**src/rtl/company_name_streamer.sv**
```systemverilog
// company_name_streamer: on a start pulse, streams the five company names
// (Intel, AMD, APPLE, LENOVO, HP) as ASCII bytes over a valid/ready handshake.
// SEP_CHAR follows every name and is flagged with out_last.
// All outputs come straight from registers.
module company_name_streamer #(
    parameter logic [7:0] SEP_CHAR = 8'h0A
) (
    input  logic       clk,
    input  logic       rst,
    input  logic       start,
    input  logic       out_ready,
    output logic [7:0] out_data,
    output logic       out_valid,
    output logic       out_last,
    output logic [2:0] name_idx,
    output logic       busy,
    output logic       done
);

    typedef enum logic [1:0] {
        IDLE = 2'd0,
        SEND = 2'd1,
        FIN  = 2'd2
    } state_t;

    state_t     state, state_n;
    logic [2:0] char_cnt, char_cnt_n, char_inc;
    logic [2:0] name_idx_n, name_inc;
    logic [7:0] data_n;
    logic       valid_n, last_n, busy_n, done_n;

    // Number of characters in each name.
    function automatic logic [2:0] name_len(input logic [2:0] n);
        case (n)
            3'd0:    name_len = 3'd5;
            3'd1:    name_len = 3'd3;
            3'd2:    name_len = 3'd5;
            3'd3:    name_len = 3'd6;
            3'd4:    name_len = 3'd2;
            default: name_len = 3'd1;
        endcase
    endfunction

    // Character ROM, addressed by {name index, character index}.
    function automatic logic [7:0] rom_char(input logic [2:0] n, input logic [2:0] c);
        case ({n, c})
            6'o00: rom_char = 8'h49; // I
            6'o01: rom_char = 8'h6E; // n
            6'o02: rom_char = 8'h74; // t
            6'o03: rom_char = 8'h65; // e
            6'o04: rom_char = 8'h6C; // l
            6'o10: rom_char = 8'h41; // A
            6'o11: rom_char = 8'h4D; // M
            6'o12: rom_char = 8'h44; // D
            6'o20: rom_char = 8'h41; // A
            6'o21: rom_char = 8'h50; // P
            6'o22: rom_char = 8'h50; // P
            6'o23: rom_char = 8'h4C; // L
            6'o24: rom_char = 8'h45; // E
            6'o30: rom_char = 8'h4C; // L
            6'o31: rom_char = 8'h45; // E
            6'o32: rom_char = 8'h4E; // N
            6'o33: rom_char = 8'h4F; // O
            6'o34: rom_char = 8'h56; // V
            6'o35: rom_char = 8'h4F; // O
            6'o40: rom_char = 8'h48; // H
            6'o41: rom_char = 8'h50; // P
            default: rom_char = 8'h00;
        endcase
    endfunction

    // Next state and next registered outputs; the byte presented next cycle is
    // computed here so the outputs can be driven directly from flops.
    always_comb begin
        state_n    = state;
        char_cnt_n = char_cnt;
        name_idx_n = name_idx;
        data_n     = out_data;
        valid_n    = out_valid;
        last_n     = out_last;
        busy_n     = busy;
        done_n     = 1'b0;
        char_inc   = char_cnt + 3'd1;
        name_inc   = name_idx + 3'd1;

        case (state)
            IDLE: begin
                if (start) begin
                    state_n    = SEND;
                    char_cnt_n = '0;
                    name_idx_n = '0;
                    data_n     = rom_char(3'd0, 3'd0);
                    valid_n    = 1'b1;
                    last_n     = 1'b0;
                    busy_n     = 1'b1;
                end
            end
            SEND: begin
                if (out_valid && out_ready) begin
                    if (out_last) begin
                        char_cnt_n = '0;
                        if (name_idx == 3'd4) begin
                            state_n = FIN;
                            valid_n = 1'b0;
                            last_n  = 1'b0;
                            data_n  = '0;
                            done_n  = 1'b1;
                        end else begin
                            name_idx_n = name_inc;
                            data_n     = rom_char(name_inc, 3'd0);
                            last_n     = 1'b0;
                        end
                    end else begin
                        char_cnt_n = char_inc;
                        if (char_inc == name_len(name_idx)) begin
                            data_n = SEP_CHAR;
                            last_n = 1'b1;
                        end else begin
                            data_n = rom_char(name_idx, char_inc);
                        end
                    end
                end
            end
            FIN: begin
                state_n    = IDLE;
                busy_n     = 1'b0;
                name_idx_n = '0;
                char_cnt_n = '0;
            end
            default: begin
                state_n = IDLE;
            end
        endcase
    end

    // State and output registers with synchronous reset.
    always_ff @(posedge clk) begin
        if (rst) begin
            state     <= IDLE;
            char_cnt  <= '0;
            name_idx  <= '0;
            out_data  <= '0;
            out_valid <= 1'b0;
            out_last  <= 1'b0;
            busy      <= 1'b0;
            done      <= 1'b0;
        end else begin
            state     <= state_n;
            char_cnt  <= char_cnt_n;
            name_idx  <= name_idx_n;
            out_data  <= data_n;
            out_valid <= valid_n;
            out_last  <= last_n;
            busy      <= busy_n;
            done      <= done_n;
        end
    end

endmodule

```
**config.mk**
```make
export PLATFORM = sky130hd
export DESIGN_NAME = company_name_streamer
export DESIGN_NICKNAME = d
export VERILOG_FILES = /design/src/rtl/company_name_streamer.sv
export SDC_FILE = /design/constraint.sdc
export NUM_CORES = 1
export LEC_CHECK = 0
export ABC_AREA = 0
export ABC_CLOCK_PERIOD_IN_PS = 3900
export CAP_MARGIN = 20
export CORE_AREA = 2 2 45 78
export CTS_CLUSTER_DIAMETER = 100
export CTS_CLUSTER_SIZE = 14
export DETAILED_ROUTE_END_ITERATION = 10
export DIE_AREA = 0 0 47 80
export HOLD_SLACK_MARGIN = 0.03
export PLACE_DENSITY_LB_ADDON = 0.15
export SLEW_MARGIN = 25
export SYNTH_ARGS = -nofsm -noshare
export SYNTH_HDL_FRONTEND = slang
export SYNTH_SLANG_ARGS = --single-unit
```
**constraint.sdc**
```tcl
create_clock -name clk -period 3.9 [get_ports clk]
set_input_delay 0.78 -clock clk [delete_from_list [all_inputs] [get_ports clk]]
set_output_delay 0.78 -clock clk [all_outputs]
set_load 0.005 [all_outputs]
```
==> impl_metrics.json, run 1 <==
{
  "required_ns": 4.11,
  "startpoint": "name_idx[0]$_SDFFE_PP0P_",
  "powerClk_w": 0.000139,
  "comb_share": 0.5903,
  "ys_area_sq_mm": 0.001494,
  "ff_type": "dfxtp_1",
  "yosys_cells": 185,
  "cts_tree": "yes",
  "grt_max_degree": 20,
  "ctsResizeCount": 0,
  "power_frac_clock": 0.351,
  "crit_path_max_incr_delay_ns": 0.72,
  "cts_sinks": 19,
  "crit_chain": "inv_1 > ha_1 > o21ai_0 > nand3_1 > o311a_4 > a2111oi_0 > a31o_1",
  "hold_path_end": "out_data[4]$_SDFFE_PP0P_",
  "netlist_top_cells_area": "dfxtp_1 (25%), ha_1 (14%), a21oi_1 (5.7%)",
  "fin_nets": 217,
  "die_height_microns": 80,
  "post_dp_cell_area_sq_mm": 0.001658,
  "maxSlewHeadroom": 0.5584,
  "cts-htree-levels": 1,
  "ff2ff_path_depth": 7,
  "nNonClkInverters": 12,
  "yosys.cell_types.count": 52,
  "fin_skew_ns": 0.002352,
  "yosys.area.top_type_share": 0.2546,
  "start_kind": "flop",
  "area_delta_synth_final_pct": 14.07,
  "min_from": "out_data[4]$_SDFFE_PP0P_",
  "warnings": 38,
  "r2r_slack_ns": 1.01,
  "track_usage": 0.2573,
  "worstMarginPinSlew_ns": 0.6604,
  "synth.avg_cell_area_sq_um": 8.075,
  "antenna_found_initial": 0,
  "post_cts_buffers": 0,
  "status": "finished clean",
  "power.switching_w": 0.00009969,
  "hpwl_mm": 3.223,
  "postCtsHoldBufs": 0,
  "overflow": 0,
  "logic_family": "AND-OR/OR-AND gates",
  "cp_top_family": "AND-OR/OR-AND gates",
  "finalSetupTns_ns": 0,
  "vias_per_cell": 5.966,
  "rsz0062_at_grt": "false",
  "postSynthSeqShare": 0.2546,
  "core_util_floorplan": 0.4807,
  "power_leader": "sequential cells",
  "timing.final.crit_share": 0.7397,
  "nMultiInputCombCells": 143,
  "pin_count": 19,
  "multiInputGateArea_sq_mm": 0.001006,
  "cts_buffers": 3,
  "comb_cell_power_w": 0.0000488,
  "async_reset_ff_frac": 0,
  "hold_slack_ns": 0.4530,
  "min_path_cells": 2,
  "finalWorstSetupSlack_ns": 1.015,
  "crit_fanout": 18,
  "cap_violations": 0,
  "comb_power_share": 0.124,
  "antenna_cells": 0,
  "ctsRootBufferMaster": "clkbuf_8",
  "clk_path_buf_depth": 2,
  "r2r-end": "out_data[5]$_SDFFE_PP0P_",
  "dominant_cells": "multi-input combinational cells",
  "drc": 0,
  "p_seq_frac": 0.525,
  "mux_area_frac": 0.02178,
  "cp_data_arrival_time_ns": 3.09,
  "synth.ff_latch_count": 19,
  "adder_share": 0.1424,
  "cts.clk_slew.worst_paths_ns": 0.07,
  "clkCellAreaFrac": 0.02717,
  "synth_nets": 206,
  "pre_cts_slack_ns": 1.046,
  "layout-drive-gt1-share": 0.06667,
  "fmax_mhz": 346.6,
  "finalHoldViolCount": 0,
  "final-nonclk-buf-share": 0.09985,
  "reg2reg_from": "name_idx[0]$_SDFFE_PP0P_",
  "num-fill-cells": 325,
  "port_buffers": 17,
  "drt_iter0_drc": 66,
  "aoi_share": 0.2856
}
[run 1: cells in the mapped netlist (2+ instances only)]
cell type / count
nand2_1: 13
a211o_1: 2
clkbuf_1: 4
inv_1: 11
buf_2: 3
dfxtp_1: 19
a21bo_2: 2
nor2b_1: 5
a21oi_1: 17
or2_2: 2
nor3_1: 4
nand3b_1: 3
nor2_1: 13
a21o_1: 2
nand2b_1: 2
ha_1: 17
o21ai_0: 10
o31ai_1: 3
a211oi_1: 5
buf_4: 2
a221o_1: 2
nand3_1: 11
a22oi_1: 4
[run 1: layout by cell type, fill, tap and decap left out, drive strengths merged, types with 5 or more instances in the layout]
| cell | count |
|---|---|
| a21oi | 17 |
| a211oi | 6 |
| dfxtp | 19 |
| inv | 12 |
| nand2 | 13 |
| nor2 | 13 |
| o21ai | 10 |
| nand3 | 11 |
| clkdlybuf4s50 | 17 |
| nor2b | 5 |
| ha | 17 |
[run 1: kinds of logic after synthesis]
family / count (synthesis)
AND/OR/NAND/NOR: 61
AND-OR/OR-AND: 60
buffers and inverters: 23
flip-flops: 19
adder cells (fa/ha/maj): 17
XOR/XNOR: 2
multiplexers: 2
other: 1
[run 1: metrics by stage]
step	utilization	instances	total power [W]
global route	0.5483	238	0.0004134
detailed placement	0.5334	234	0.0002599
floorplan	-	185	0.0002375
CTS	0.5483	238	0.0003998
global placement	0.5334	234	0.0002589
finish	0.5483	238	0.0003945
[run 1: registers in the layout (all words and copies together), names as in the netlist]
register and cells:
busy 1, char_cnt 3, done 1, name_idx 3
out_data 7, out_last 1, out_valid 1, state 2
[run 1: layer usage]
metal  vias to the layer above  wire, microns
li1                        691              -
met1                       669           1568
met2                        46           2202
met3                        14            204
met4                         0            180
met5                         -              0
Fig. 1: run 1, signal wires by layer
Only two layers are drawn.
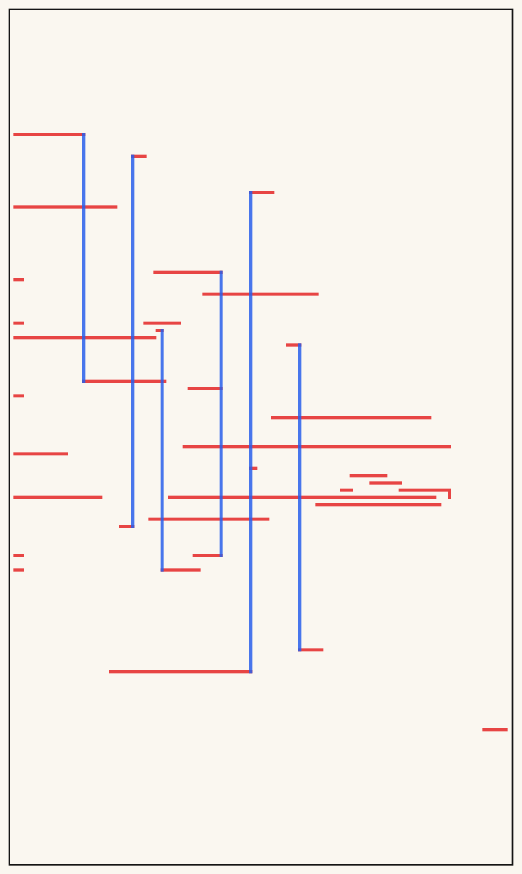
[metal 3] red | wire length: 204 microns
[metal 4] blue | wire length: 180 microns

Fig. 2: run 1, track usage over the die
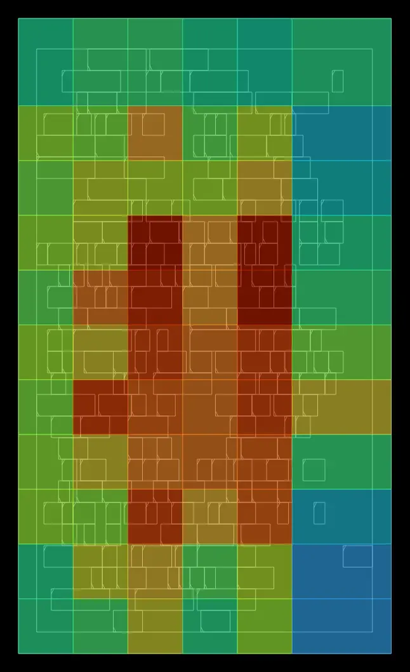
met3 GRT Util: 0.03846
grt met1 use: 0.3092
routed len/inst: 17.46 microns
Top Usage Layer GRT: met2

Fig. 3: run 1, register map, names as in the netlist
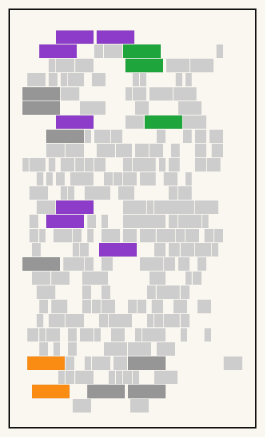
[state] orange | flops: 2
[char_cnt] green | flops: 3
[out_data] purple | flops: 7
final core occ: 0.5483
sequential portion of the cell area: 0.2232

Fig. 4: run 1, the metal 3 layer
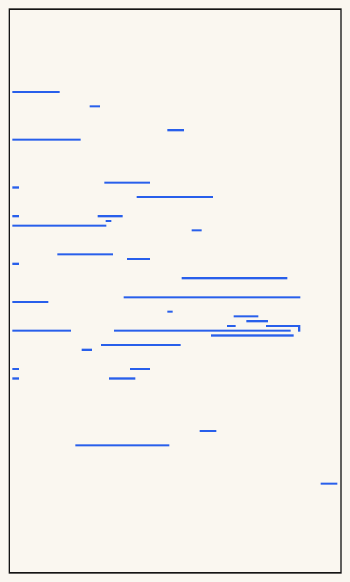
wire length on this layer: 204 microns
main direction: horizontal
vias: 1420
Post-Route WL: 4.155 mm

Fig. 5: run 1, ports around the boundary
Pins as bars across the die edge, other pins in gray.
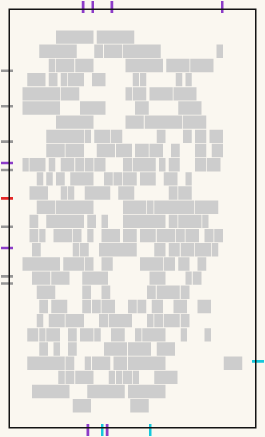

==> run 1 -> run 2 <==
ABC_CLOCK_PERIOD_IN_PS = 2400   (was 3900)
clock period = 2.4 ns   (was 3.9 ns; I/O delays follow)
Fig. 6: run 2, ports around the boundary
Pins as bars across the die edge, other pins in gray.
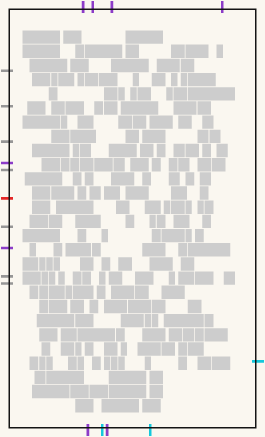
[busy] red | pins: 1 | direction: output | edge: left
[name_idx] cyan | pins: 3 | direction: output | edge: 2 bottom, 1 right
[out_data] purple | pins: 8 | direction: output | edge: 4 top, 2 bottom, 2 left

==> impl_metrics.json, run 2 <==
{
  "worstMarginPinSlew_ns": 0.5902,
  "yosys-top-cells-count": "dfxtp_1 (19), a21oi_1 (17), ha_1 (17), nand2_1 (13), nor2_1 (13)",
  "layout_top_cell": "buf_4",
  "largest-register": "out_data",
  "antenna_cells": 0,
  "required_ns": 2.58,
  "warnings": 39,
  "postSynthSeqShare": 0.2546,
  "power_frac_clock": 0.342,
  "min_from": "out_data[4]$_SDFFE_PP0P_",
  "powerClk_w": 0.000221,
  "wl_mm": 4.168,
  "top_layer": "met4",
  "area_delta_synth_final_pct": 26.55,
  "ctsRootBufferMaster": "clkbuf_8",
  "comb_cell_power_w": 0.0000898,
  "crit_fanout": 7,
  "reg2reg_from": "char_cnt[1]$_SDFFE_PP0P_",
  "antenna_found_initial": 0,
  "core_util_floorplan": 0.4807,
  "async_reset_ff_frac": 0,
  "min_path_cells": 2,
  "drt_iter0_drc": 51,
  "track_usage": 0.2541,
  "largest_register_ffs": 7,
  "finalHoldViolCount": 0,
  "maxSlewHeadroom": 0.6032,
  "crit_path_max_incr_delay_ns": 0.39,
  "logic_family": "AND-OR/OR-AND gates",
  "hpwl_mm": 3.329,
  "instances_no_fill": 258,
  "mux_area_frac": 0.02178,
  "postCtsHoldBufs": 0,
  "ys_area_sq_mm": 0.001494,
  "drc": 0,
  "cts_buffers": 3,
  "r2r-end": "out_data[2]$_SDFFE_PP0P_",
  "die_height_microns": 80,
  "cp_top_family": "AND-OR/OR-AND gates",
  "aoi_share": 0.2856,
  "cts_tree": "yes",
  "layout-drive-gt1-share": 0.1814,
  "start_kind": "flop",
  "fin_skew_ns": 0.001466,
  "comb_power_share": 0.139,
  "crit_chain": "buf_4 > inv_1 > ha_2 > xor2_1 > nor3_1 > o311a_4 > buf_4 > a211o_1 > a211oi_2",
  "pin_count": 19,
  "vias_per_cell": 5.748,
  "yosys.area.top_type_share": 0.2546,
  "ff2ff_path_depth": 9,
  "dr_wl_met2_mm": 2.360,
  "yosys_cells": 185,
  "adder_share": 0.1424,
  "port_buffers": 17,
  "wl_met3_microns": 97,
  "dp_cells": 254,
  "netlist_top_cells_area": "dfxtp_1 (25%), ha_1 (14%), a21oi_1 (5.7%)",
  "yosys.cell_types.count": 52,
  "synth.avg_cell_area_sq_um": 8.075,
  "fin_nets": 237,
  "status": "finished clean",
  "top_cell": "dfxtp_1",
  "power.switching_w": 0.0001609,
  "met1_length_mm": 1.623,
  "r2r_slack_ns": 0.11,
  "top_regs": "out_data x7, char_cnt x3, name_idx x3"
}
==> run 2: cell counts after synthesis <==
Identical to the previous run, type by type.
==> run 2: area by class of cell <==
cell class / count / area [sq um] / share of cell area
clock inverter: 1 / 5.005 / 0.002647
timing repair buffer: 37 / 320.3 / 0.1694
inverter: 12 / 47.55 / 0.02515
clock buffer: 3 / 41.29 / 0.02184
sequential: 19 / 380.4 / 0.2012
tap: 43 / 53.80 / 0.02846
multi-input combinational: 143 / 1042 / 0.5513
==> run 2: per-layer routing <==
| metal | up-vias | GRT usage |
|---|---|---|
| li1 | 730 | - |
| met1 | 716 | 0.2976 |
| met2 | 28 | 0.4438 |
| met3 | 9 | 0.02715 |
| met4 | 0 | 0.1000 |
| met5 | - | 0 |
==> run 2: stage by stage <==
| step | setup WS, ns | utilization | area, sq um | hold slack (ns) | total power (W) |
|---|---|---|---|---|---|
| 2_1_floorplan | 0.1079 | - | 1494 | 0.4482 | 0.0003859 |
| 3_3_place_gp | -0.02248 | 0.5817 | 1808 | 0.4548 | 0.0004297 |
| 3_5_place_dp | 0.04455 | 0.5817 | 1808 | 0.4632 | 0.0004309 |
| 4_1_cts | 0.004944 | 0.5966 | 1854 | 0.4728 | 0.0006504 |
| 5_1_grt | -0.008220 | 0.6083 | 1891 | 0.4897 | 0.0006778 |
| 6_report | 0.1112 | 0.6083 | 1891 | 0.4624 | 0.0006467 |
==> run 2: kinds of logic (layout without fill, tap and decap cells) <==
logic type / Yosys count / after routing
and+or+nand+nor: 61 / 61
AOI/OAI and AO/OA: 60 / 60
buffers and inverters: 23 / 53
DFF: 19 / 19
adders and majority gates: 17 / 17
xor gates and xnor gates: 2 / 2
muxes: 2 / 2
other: 1 / 1
==> run 2: repair_timing <==
action	4_1_cts	5_1_grt
setup buffers	0	0
gates resized	0	8
endpoints found under the setup margin	0	7
Power and IR drop assume default switching activity.
